**Run 1: placement by cell class**

Drawn at 4 px/micron.
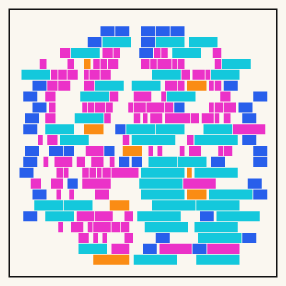
**Run 1: routed metal, one color a layer**

Drawn at 4 px/micron.
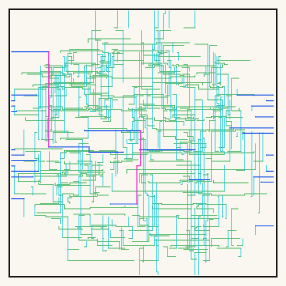
**Run 1: local utilization**

Drawn at 6 px/micron. 7 x 7 tiles, from black (low) to pale yellow (high), 0 to 100% covered.
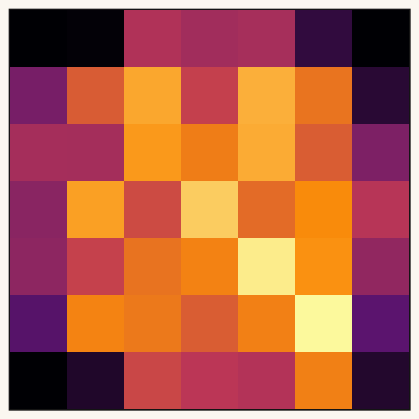
**Run 1: ports around the boundary**

Drawn at 6 px/micron. Pins as bars across the die edge, other pins in gray.
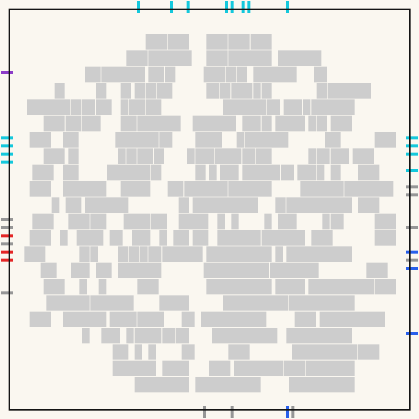
**src/rtl/hs_link_pkg.sv**
```systemverilog
// Shared sizing helpers, default parameters and handshake fire conditions for hs_link_fifo.
package hs_link_pkg;

  localparam int unsigned DEF_DATA_W    = 4;
  localparam int unsigned DEF_DEPTH     = 4;
  localparam int unsigned DEF_AF_THRESH = 3;
  localparam int unsigned DEF_CNT_W     = 16;

  // Occupancy width: must represent 0..DEPTH inclusive.
  function automatic int unsigned lvl_w(input int unsigned depth);
    return $clog2(depth + 1);
  endfunction

  function automatic int unsigned ptr_w(input int unsigned depth);
    return (depth < 2) ? 1 : $clog2(depth);
  endfunction

  // Pointers wrap by natural overflow, so DEPTH must be a power of two.
  function automatic bit depth_ok(input int unsigned depth);
    return (depth >= 2) && ((depth & (depth - 1)) == 0);
  endfunction

  function automatic logic wr_fire(input logic valid, input logic ready);
    return valid & ready;
  endfunction

  function automatic logic rd_fire(input logic valid, input logic ready, input logic busy);
    return valid & ready & ~busy;
  endfunction

endpackage

```
**src/rtl/hs_link_fifo_mem.sv**
```systemverilog
// Storage for hs_link_fifo: DEPTH x DATA_W register array, one write port, async read.
module hs_link_mem
  import hs_link_pkg::*;
#(
  parameter int unsigned DATA_W = DEF_DATA_W,
  parameter int unsigned DEPTH  = DEF_DEPTH
) (
  input  logic                     i_clk,
  input  logic                     i_we,
  input  logic [ptr_w(DEPTH)-1:0]  i_waddr,
  input  logic [DATA_W-1:0]        i_wdata,
  input  logic [ptr_w(DEPTH)-1:0]  i_raddr,
  output logic [DATA_W-1:0]        o_rdata
);

  logic [DATA_W-1:0] r_mem [DEPTH];

  always_ff @(posedge i_clk) begin
    if (i_we) r_mem[i_waddr] <= i_wdata;
  end

  assign o_rdata = r_mem[i_raddr];

endmodule

```
**src/rtl/hs_link_fifo.sv**
```systemverilog
// First-word-fall-through valid/ready link FIFO with busy back-pressure, level, almost-full
// flag and a delivered-word counter.
module hs_link_fifo
  import hs_link_pkg::*;
#(
  parameter int unsigned DATA_W    = DEF_DATA_W,
  parameter int unsigned DEPTH     = DEF_DEPTH,
  parameter int unsigned AF_THRESH = DEF_AF_THRESH,
  parameter int unsigned CNT_W     = DEF_CNT_W
) (
  input  logic                        clk,
  input  logic                        rst,
  input  logic                        s_valid,
  input  logic [DATA_W-1:0]           s_data,
  output logic                        s_ready,
  output logic                        m_valid,
  output logic [DATA_W-1:0]           m_data,
  input  logic                        m_ready,
  input  logic                        busy,
  output logic [$clog2(DEPTH+1)-1:0]  level,
  output logic                        almost_full,
  output logic [CNT_W-1:0]            xfer_cnt
);

  localparam int unsigned LVL_W = lvl_w(DEPTH);
  localparam int unsigned PTR_W = ptr_w(DEPTH);
  localparam logic [LVL_W-1:0] LVL_FULL = LVL_W'(DEPTH);
  localparam logic [LVL_W-1:0] LVL_AF   = LVL_W'(AF_THRESH);

  if (!depth_ok(DEPTH)) begin : g_bad_depth
    $error("hs_link_fifo: DEPTH must be a power of two and at least 2");
  end
  if (AF_THRESH < 1 || AF_THRESH > DEPTH) begin : g_bad_af
    $error("hs_link_fifo: AF_THRESH must lie in 1..DEPTH");
  end

  logic [PTR_W-1:0] r_wr_ptr;
  logic [PTR_W-1:0] r_rd_ptr;
  logic [LVL_W-1:0] r_level;
  logic [CNT_W-1:0] r_xfer_cnt;
  logic             w_wr_fire;
  logic             w_rd_fire;

  // Flags come from registered state only; s_ready is also held low while in reset.
  assign s_ready     = ~rst & (r_level != LVL_FULL);
  assign m_valid     = (r_level != '0);
  assign almost_full = (r_level >= LVL_AF);
  assign level       = r_level;
  assign xfer_cnt    = r_xfer_cnt;

  assign w_wr_fire = wr_fire(s_valid, s_ready);
  assign w_rd_fire = rd_fire(m_valid, m_ready, busy) & ~rst;

  always_ff @(posedge clk) begin
    if (rst) begin
      r_wr_ptr   <= '0;
      r_rd_ptr   <= '0;
      r_level    <= '0;
      r_xfer_cnt <= '0;
    end else begin
      if (w_wr_fire) r_wr_ptr <= r_wr_ptr + PTR_W'(1);
      if (w_rd_fire) begin
        r_rd_ptr   <= r_rd_ptr + PTR_W'(1);
        r_xfer_cnt <= r_xfer_cnt + CNT_W'(1);
      end
      if (w_wr_fire && !w_rd_fire)      r_level <= r_level + LVL_W'(1);
      else if (!w_wr_fire && w_rd_fire) r_level <= r_level - LVL_W'(1);
    end
  end

  hs_link_mem #(
    .DATA_W (DATA_W),
    .DEPTH  (DEPTH)
  ) u_mem (
    .i_clk   (clk),
    .i_we    (w_wr_fire),
    .i_waddr (r_wr_ptr),
    .i_wdata (s_data),
    .i_raddr (r_rd_ptr),
    .o_rdata (m_data)
  );

endmodule

```
**config.mk**
```make
export PLATFORM = sky130hd
export DESIGN_NAME = hs_link_fifo
export DESIGN_NICKNAME = d
export VERILOG_FILES = /design/src/rtl/hs_link_pkg.sv /design/src/rtl/hs_link_fifo_mem.sv /design/src/rtl/hs_link_fifo.sv
export SDC_FILE = /design/constraint.sdc
export NUM_CORES = 1
export LEC_CHECK = 0
export CAP_MARGIN = 20
export CORE_MARGIN = 2
export CORE_UTILIZATION = 46
export CTS_CLUSTER_SIZE = 24
export DETAILED_ROUTE_END_ITERATION = 12
export PLACE_DENSITY_LB_ADDON = 0.2
export SYNTH_ARGS = -nofsm -noshare
export SYNTH_HDL_FRONTEND = slang
export SYNTH_SLANG_ARGS = --single-unit
export TNS_END_PERCENT = 50
```
**constraint.sdc**
```tcl
create_clock -name clk -period 2.4 [get_ports clk]
set_input_delay 0.24 -clock clk [delete_from_list [all_inputs] [get_ports clk]]
set_output_delay 0.24 -clock clk [all_outputs]
set_load 0.02 [all_outputs]
```
==> impl_metrics.csv, run 1 <==
group,metric,value,unit
critical_path,r2r_cells,8,
sta,setup_violations,0,
synthesis,syn-instance-count,154,
worst_hold_path,hold_class,"flip-flop to flip-flop",
synthesis,synthDominantCellAreaShare,27.84,%
route,wl_met3,157,microns
clock_tree,cts_resized,0,
power,netSwitchingFraction,25.29,%
finish,seq_area_share,42.29,%
power,power_leader,"registers",
synthesis,yosys_warnings,0,
critical_path,startpoint_type,"flip-flop",
route,wl_met1,1.694,mm
worst_hold_path,worstHoldEndpoint,"xfer_cnt[15]$_SDFFE_PP0P_",
critical_path,cp_cell_sequence,"nor2_1, a211oi_2, ha_1, inv_1, fa_1, xor2_1, or3_1, a21oi_1",
grt,met1_usage,22.94,%
status,status,"finished, final reports clean",
placed_design,place.gp.congestion,0.8154,
critical_path,crit_family,"adder cells",
power,seqPwrFrac,51.0,%
finish,finalNonFillerCells,245,
route,wl_met2,1.656,mm
sta,max_freq,455.5,MHz
grt,grt_usage,18.36,%
power,total_power,1.526,mW
sta,tightest_slew,0.4792,ns
critical_path,critPathKind,"flip-flop to flip-flop",
finish,area_delta_synth_final,29.02,%
finish,layout_top_cells,"clkdlybuf4s50_1, dfxtp_1, edfxtp_1, a21oi_1, nor2_1",
clock_tree,clockRootBuffer,"clkbuf_8",
clock_tree,cts_tree,"done",
synthesis,mux_share,5.567,%
floorplanning,ios,35,
grt,grt_max_degree,21,
critical_path,max_stage_delay,0.47,ns
sta,hold_viol,0,
finish,largest_class,"registers",
route,routed_wl,3.551,mm
synthesis,syn_area,1798,sq um
clock_tree,htree_num_levels,2,
sta,tns,0,ns
synthesis,synth_seq_share,54.56,%
critical_path,r2r-start,"level[0]$_SDFFE_PP0P_",
synthesis,most_common_cell,"dfxtp_1",
sta,drv_slew,0,
synthesis,avgSynthCellArea,11.68,sq um
clock_tree,cts.path.max_buffers,2,
critical_path,path_max_fanout,6,
Notes on 'placement by cell class' above:
class	color	cells	share of their area
remaining buffers and delay cells	blue	41	17%
registers	cyan	41	43%
remaining logic cells	magenta	107	35%
clock drivers and dummy loads	orange	8	4.5%

Notes on 'routed metal, one color a layer' above:
layer	color	wire length
M1	green	1690 microns
M3	blue	157 microns
M2	cyan	1660 microns
M4	magenta	43.1 microns
vias: 1322
WL per Instance: 14.49 microns

Notes on 'local utilization' above:
tiles over 75% full	18%
nearly empty tiles	8.2%
fullest tile	99%
densest ninth of the die	middle
mean over tiles	51%
Initial Util: 48.38%
core area: 3716 sq um
final cell utilization of the core: 62.42%

Notes on 'ports around the boundary' above:
port	color	pins	direction	edge
level	red	3	output	left
xfer_cnt	cyan	16	output	8 top, 4 left, 4 right
clk	purple	1	input	left
m_data	blue	4	output	3 right, 1 bottom
all pins by edge	12 left, 11 right, 8 top, 4 bottom
# port buffers: 34
Die W: 66.52 microns
Die Height: 66.52 microns

==> run 1 -> run 2 <==
- GPL_TIMING_DRIVEN: not set -> 0
==> run 2 against run 1 <==
Net effect: final cell count unchanged; wire length up 0.59%; worst setup slack got worse by 0.11 ns; worst hold slack got worse by 0.30 ns; power decreased by 3.1%; area after synthesis did not move; sequential share of layout area up 0.24 points; first-iteration DRC count is 2.7% lower; non-clock buffer count stayed put; critical path type unchanged.
==> impl_metrics.csv, run 2 <==
group,metric,value,unit
placed_design,place.port_buffers,33,
critical_path,path_max_fanout,8,
finish,post-route-util,62.39,%
finish,finalNonFillerCells,245,
finish,area_delta_synth_final,28.95,%
sta,tns,0,ns
critical_path,crit_family,"simple AND/OR/NAND/NOR gates",
synthesis,avgSynthCellArea,11.68,sq um
route,wl_met3,191,microns
clock_tree,htree_num_levels,2,
status,status,"finished, final reports clean",
synthesis,most_common_cell,"dfxtp_1",
worst_hold_path,hold_class,"primary input to flip-flop",
synthesis,synthDominantCellAreaShare,27.84,%
grt,met1_usage,22.56,%
sta,drv_slew,0,
worst_hold_path,worstHoldEndpoint,"xfer_cnt[15]$_SDFFE_PP0P_",
critical_path,r2r-start,"level[0]$_SDFFE_PP0P_",
critical_path,critPathKind,"flip-flop to flip-flop",
route,wl_met1,1.544,mm
clock_tree,clockRootBuffer,"clkbuf_8",
power,netSwitchingFraction,26.08,%
sta,setup_violations,0,
clock_tree,cts.path.max_buffers,2,
grt,grt_usage,18.45,%
power,seqPwrFrac,52.7,%
route,routed_wl,3.572,mm
floorplanning,die_w,66.52,microns
power,total_power,1.478,mW
sta,max_freq,433.0,MHz
synthesis,syn_area,1798,sq um
critical_path,r2r_cells,9,
clock_tree,cts_resized,5,
floorplanning,core,3716,sq um
finish,seq_area_share,42.53,%
floorplanning,die_h,66.52,microns
grt,grt_max_degree,13,
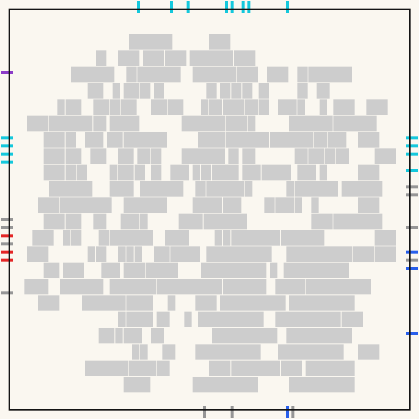
**Above:** run 2 (ports around the boundary).
Drawn at 6 px/micron. Pins as bars across the die edge, other pins in gray.
port	color	pins	direction	edge
m_data	blue	4	output	3 right, 1 bottom
clk	purple	1	input	left
level	red	3	output	left
xfer_cnt	cyan	16	output	8 top, 4 left, 4 right
all pins by edge	12 left, 11 right, 8 top, 4 bottom

==> run 2 -> run 3 <==
- CORE_UTILIZATION: 46 -> 25
- CTS_BUF_LIST: not set -> sky130_fd_sc_hd__clkbuf_16
- CTS_CLUSTER_SIZE: 24 -> not set
==> run 3 against run 2 <==
Net effect: die size increased by 78%; non-clock buffer count decreased by 1; via count decreased by 3.2%; maximum frequency increased by 0.32%; largest power group unchanged.
==> impl_metrics.csv, run 3 <==
group,metric,value,unit
power,p_sw,434.1,uW
sta,rsz0062_at_grt,"no",
finish,inv_count,6,
status,status,"finished, final reports clean",
power,netSwitchingFraction,25.62,%
clock_tree,cts_resized,5,
synthesis,synthDominantCellAreaShare,27.84,%
finish,seq_area_share,40.56,%
sta,setup_violations,0,
floorplanning,core,6869,sq um
critical_path,crit_family,"simple AND/OR/NAND/NOR gates",
route,wl_met3,155,microns
grt,met1_usage,12.85,%
sta,drv_slew,0,
finish,area_delta_synth_final,34.86,%
finish,post-route-util,35.30,%
finish,finalNonFillerCells,292,
synthesis,most_common_cell,"dfxtp_1",
route,wl_met1,1.826,mm
floorplanning,die_w,88.81,microns
worst_hold_path,worstHoldEndpoint,"xfer_cnt[1]$_SDFFE_PP0P_",
critical_path,r2r_cells,9,
power,total_power,1.694,mW
sta,tns,0,ns
grt,grt_max_degree,14,
grt,grt_usage,9.609,%
floorplanning,fp_util,26.17,%
sta,max_freq,434.4,MHz
critical_path,critPathKind,"flip-flop to flip-flop",
synthesis,syn_area,1798,sq um
power,power.density,698.7,nW/um^2
worst_hold_path,hold_class,"primary input to flip-flop",
clock_tree,cts.path.max_buffers,2,
clock_tree,clockRootBuffer,"clkbuf_16",
placed_design,place.port_buffers,33,
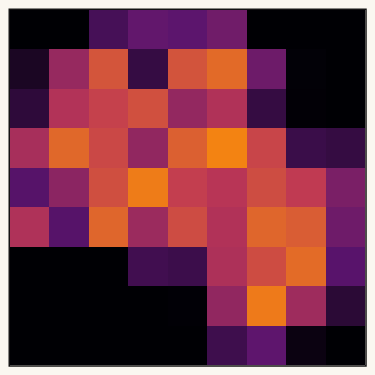
**Above:** run 3 (local utilization).
Drawn at 4 px/micron. 9 x 9 tiles, from black (low) to pale yellow (high), 0 to 100% covered.
fullest tile	72%
mean over tiles	29%
emptiest ninth of the die	bottom left


==> notes/layouts.md <==
Pictures saved along the way, in no particular order.

Clock wiring as the flow saved it.
Plate I
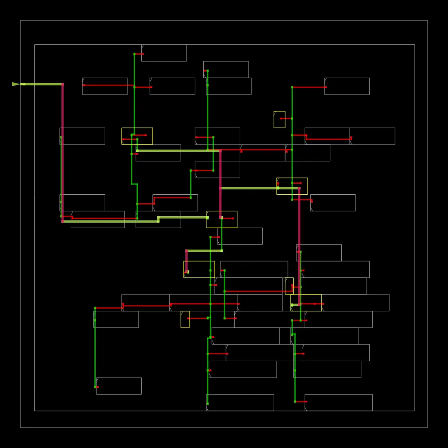
Plate II
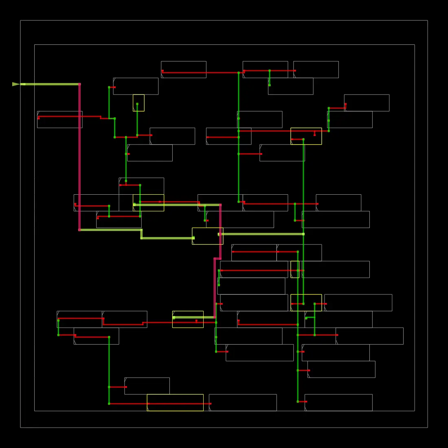
Plate III
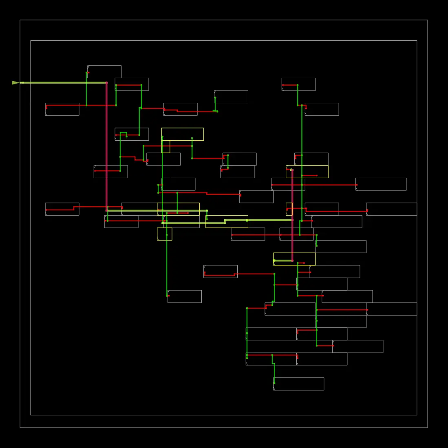
run 2: Plate I
run 3: Plate III
run 1: Plate II

Power and IR drop assume default switching activity.
